Figure 1. Where the registers sit.
Scale bar: 20 um. Other sequential cells in the stronger grey, the rest of the logic in the fainter grey.
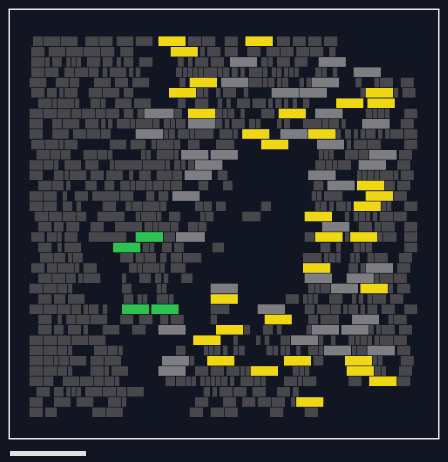
Figure 2. Signal wires by layer.
Two of the layers only.
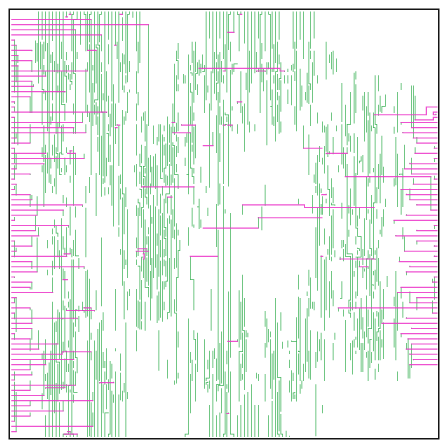
Figure 3. The metal 1 layer.
Scale bar: 20 um. Supply wires on this layer in grey. Cells faint in the background.
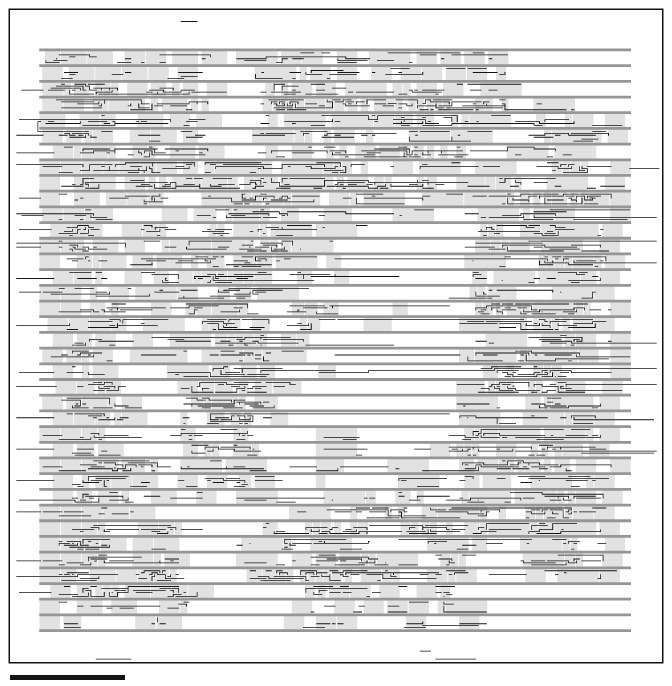
<file path="src/rtl/dmem_arbiter.sv">
// dmem_arbiter: arbitrates the CPU MEM stage and the debug/loader port onto a
// single-port data memory. The CPU has priority; a starvation counter forces a
// debug grant after STARVE_LIMIT consecutive denials. Reads are non-pipelined
// and take READ_LATENCY cycles; the CPU is stalled until its access completes.
module dmem_arbiter #(
    parameter int ADDR_WIDTH   = 32,
    parameter int DATA_WIDTH   = 32,
    parameter int INDEX_WIDTH  = 10,
    parameter int READ_LATENCY = 2,
    parameter int STARVE_LIMIT = 4
) (
    input  logic                   clk,
    input  logic                   reset_n,
    input  logic                   cpu_req,
    input  logic                   cpu_we,
    input  logic [ADDR_WIDTH-1:0]  cpu_addr,
    input  logic [DATA_WIDTH-1:0]  cpu_wdata,
    output logic                   cpu_stall,
    output logic [DATA_WIDTH-1:0]  cpu_rdata,
    output logic                   cpu_rvalid,
    input  logic                   dbg_req,
    input  logic                   dbg_we,
    input  logic [ADDR_WIDTH-1:0]  dbg_addr,
    input  logic [DATA_WIDTH-1:0]  dbg_wdata,
    output logic                   dbg_done,
    output logic [DATA_WIDTH-1:0]  dbg_rdata,
    output logic                   mem_en,
    output logic                   mem_we,
    output logic [INDEX_WIDTH-1:0] mem_addr,
    output logic [DATA_WIDTH-1:0]  mem_wdata,
    input  logic [DATA_WIDTH-1:0]  mem_rdata
);

    localparam logic [3:0] WAIT_INIT  = 4'(READ_LATENCY - 1);
    localparam logic [3:0] STARVE_MAX = 4'(STARVE_LIMIT);

    typedef enum logic [0:0] {
        IDLE,
        RD_WAIT
    } state_t;

    state_t                  state_q, state_d;
    logic [3:0]              wait_cnt_q, wait_cnt_d;
    logic [3:0]              starve_cnt_q, starve_cnt_d;
    logic                    owner_q, owner_d;     // 1 = debug owns the outstanding read
    logic                    cpu_rvalid_q, cpu_rvalid_d;
    logic                    dbg_done_q, dbg_done_d;
    logic [DATA_WIDTH-1:0]   cpu_rdata_q, cpu_rdata_d;
    logic [DATA_WIDTH-1:0]   dbg_rdata_q, dbg_rdata_d;

    logic                    dbg_win;
    logic                    cpu_win;
    logic                    cpu_wr_issue;

    // Byte-offset and upper address bits are intentionally ignored.
    logic unused_addr_bits;
    assign unused_addr_bits = ^{cpu_addr[ADDR_WIDTH-1:INDEX_WIDTH+2], cpu_addr[1:0],
                                dbg_addr[ADDR_WIDTH-1:INDEX_WIDTH+2], dbg_addr[1:0]};

    // Arbitration, memory issue, read-wait sequencing and starvation tracking.
    always_comb begin
        state_d      = state_q;
        wait_cnt_d   = wait_cnt_q;
        starve_cnt_d = starve_cnt_q;
        owner_d      = owner_q;
        cpu_rvalid_d = 1'b0;
        dbg_done_d   = 1'b0;
        cpu_rdata_d  = cpu_rdata_q;
        dbg_rdata_d  = dbg_rdata_q;
        mem_en       = 1'b0;
        mem_we       = 1'b0;
        mem_addr     = '0;
        mem_wdata    = '0;
        dbg_win      = 1'b0;
        cpu_win      = 1'b0;
        cpu_wr_issue = 1'b0;

        case (state_q)
            IDLE: begin
                // No access is launched while reset is held.
                if (reset_n) begin
                    dbg_win = dbg_req && (!cpu_req || (starve_cnt_q == STARVE_MAX));
                    cpu_win = cpu_req && !dbg_win;
                end

                if (dbg_win) begin
                    mem_en       = 1'b1;
                    mem_we       = dbg_we;
                    mem_addr     = dbg_addr[INDEX_WIDTH+1:2];
                    mem_wdata    = dbg_wdata;
                    starve_cnt_d = '0;
                    if (dbg_we) begin
                        dbg_done_d = 1'b1;
                    end else begin
                        state_d    = RD_WAIT;
                        wait_cnt_d = WAIT_INIT;
                        owner_d    = 1'b1;
                    end
                end else if (cpu_win) begin
                    mem_en    = 1'b1;
                    mem_we    = cpu_we;
                    mem_addr  = cpu_addr[INDEX_WIDTH+1:2];
                    mem_wdata = cpu_wdata;
                    if (!dbg_req) begin
                        starve_cnt_d = '0;
                    end else if (starve_cnt_q != STARVE_MAX) begin
                        starve_cnt_d = starve_cnt_q + 4'd1;
                    end
                    if (cpu_we) begin
                        cpu_wr_issue = 1'b1;
                    end else begin
                        state_d    = RD_WAIT;
                        wait_cnt_d = WAIT_INIT;
                        owner_d    = 1'b0;
                    end
                end else begin
                    starve_cnt_d = '0;
                end
            end

            RD_WAIT: begin
                if (wait_cnt_q == 4'd0) begin
                    state_d = IDLE;
                    if (owner_q) begin
                        dbg_rdata_d = mem_rdata;
                        dbg_done_d  = 1'b1;
                    end else begin
                        cpu_rdata_d  = mem_rdata;
                        cpu_rvalid_d = 1'b1;
                    end
                end else begin
                    wait_cnt_d = wait_cnt_q - 4'd1;
                end
            end

            default: begin
                state_d = IDLE;
            end
        endcase
    end

    // State, counters and registered read-return outputs.
    always_ff @(posedge clk) begin
        if (!reset_n) begin
            state_q      <= IDLE;
            wait_cnt_q   <= '0;
            starve_cnt_q <= '0;
            owner_q      <= 1'b0;
            cpu_rvalid_q <= 1'b0;
            dbg_done_q   <= 1'b0;
            cpu_rdata_q  <= '0;
            dbg_rdata_q  <= '0;
        end else begin
            state_q      <= state_d;
            wait_cnt_q   <= wait_cnt_d;
            starve_cnt_q <= starve_cnt_d;
            owner_q      <= owner_d;
            cpu_rvalid_q <= cpu_rvalid_d;
            dbg_done_q   <= dbg_done_d;
            cpu_rdata_q  <= cpu_rdata_d;
            dbg_rdata_q  <= dbg_rdata_d;
        end
    end

    assign cpu_stall  = cpu_req && !(cpu_wr_issue || cpu_rvalid_q);
    assign cpu_rvalid = cpu_rvalid_q;
    assign cpu_rdata  = cpu_rdata_q;
    assign dbg_done   = dbg_done_q;
    assign dbg_rdata  = dbg_rdata_q;

endmodule

</file>
<file path="config.mk">
export PLATFORM = sky130hd
export DESIGN_NAME = dmem_arbiter
export DESIGN_NICKNAME = d
export VERILOG_FILES = /design/src/rtl/dmem_arbiter.sv
export SDC_FILE = /design/constraint.sdc
export NUM_CORES = 1
export LEC_CHECK = 0
export CORE_MARGIN = 5
export CORE_UTILIZATION = 33
export DETAILED_ROUTE_END_ITERATION = 10
export PLACE_DENSITY = 0.8
export SYNTH_ARGS = -nofsm -noshare
export SYNTH_HDL_FRONTEND = slang
export SYNTH_SLANG_ARGS = --single-unit
</file>
<file path="constraint.sdc">
create_clock -name clk -period 2.86 [get_ports clk]
set_input_delay 0.429 -clock clk [delete_from_list [all_inputs] [get_ports clk]]
set_output_delay 0.429 -clock clk [all_outputs]
set_load 0.01 [all_outputs]
</file>
==> results.sh <==
# physical design summary
export IMPL_status="finished, final reports clean"
export IMPL_mux_area_frac=0.008935
export IMPL_numSynthFlops=76
export IMPL_yosys_area_top_type_share=0.4346
export IMPL_rsz0062_at_grt="false"
export IMPL_vias=4196
export IMPL_ys_cells=470
export IMPL_grt_use_met1=0.2090
export IMPL_grt_use_total=0.1991
export IMPL_hold_violations=0
export IMPL_insertion_delay_ps=340
export IMPL_swShare=0.2739
export IMPL_area_growth_syn_to_layout_pct=80.99
export IMPL_worst_path_buf_inv=4
export IMPL_inverters=12
export IMPL_worstSetupEndpointType="primary output"
export IMPL_avgSynthCellArea_um2=7.449
export IMPL_sh_comb_area=0.2867
export IMPL_netlist_instances=470
export IMPL_async_flop_share=0
export IMPL_grtUsageMet2=0.3630
export IMPL_r2r_start="state_q$_SDFF_PN0_"
export IMPL_period_minus_slack_ps=2554
export IMPL_power_leakage_nw=2.851
export IMPL_maxSlewViolCount=0
export IMPL_cts_tree="yes"
export IMPL_hold_end="cpu_rdata[10]$_SDFFE_PN0P_"
export IMPL_clock_area_frac=0.02587
export IMPL_top_usage_layer="met2"
export IMPL_ys_warn_count=0
export IMPL_antenna_found_initial=0
export IMPL_topCombFamilyByArea="AND-OR/OR-AND gates"
export IMPL_post_route_period_util=0.8928
export IMPL_p_comb_frac=0.241
export IMPL_cts_hold_buf=0
export IMPL_r2r_slack_ps=820
export IMPL_worstHoldPathCells=2
export IMPL_met3_wirelength_um=1242
export IMPL_nFillCells=887
export IMPL_p_comb_mw=0.572
export IMPL_totalWireLength_um=13420
export IMPL_layout_cells_most_common="clkdlybuf4s50_1"
export IMPL_cp_required_ps=2430
export IMPL_arrival_ps=2120
export IMPL_netlist_area_mm2=0.003501
export IMPL_cts_resized=8
export IMPL_maxPowerGroup="sequential cells"
export IMPL_fp_dieH_um=113
Notes on Figure 1 above:
| colour | signal | sequential cells |
|---|---|---|
| green | `wait_cnt_q` | 4 |
| yellow | `cpu_rdata` | 32 |
not coloured: 40

Notes on Figure 2 above:
| colour | layer | wire length |
|---|---|---|
| magenta | M3 | 1240 um |
| green | M2 | 6820 um |

Notes on Figure 3 above:
wire length on this layer: 4960 um
longest straight run: 41.4 um
main direction: horizontal
share of all routed wire: 37%
nets with wire on the layer: 692

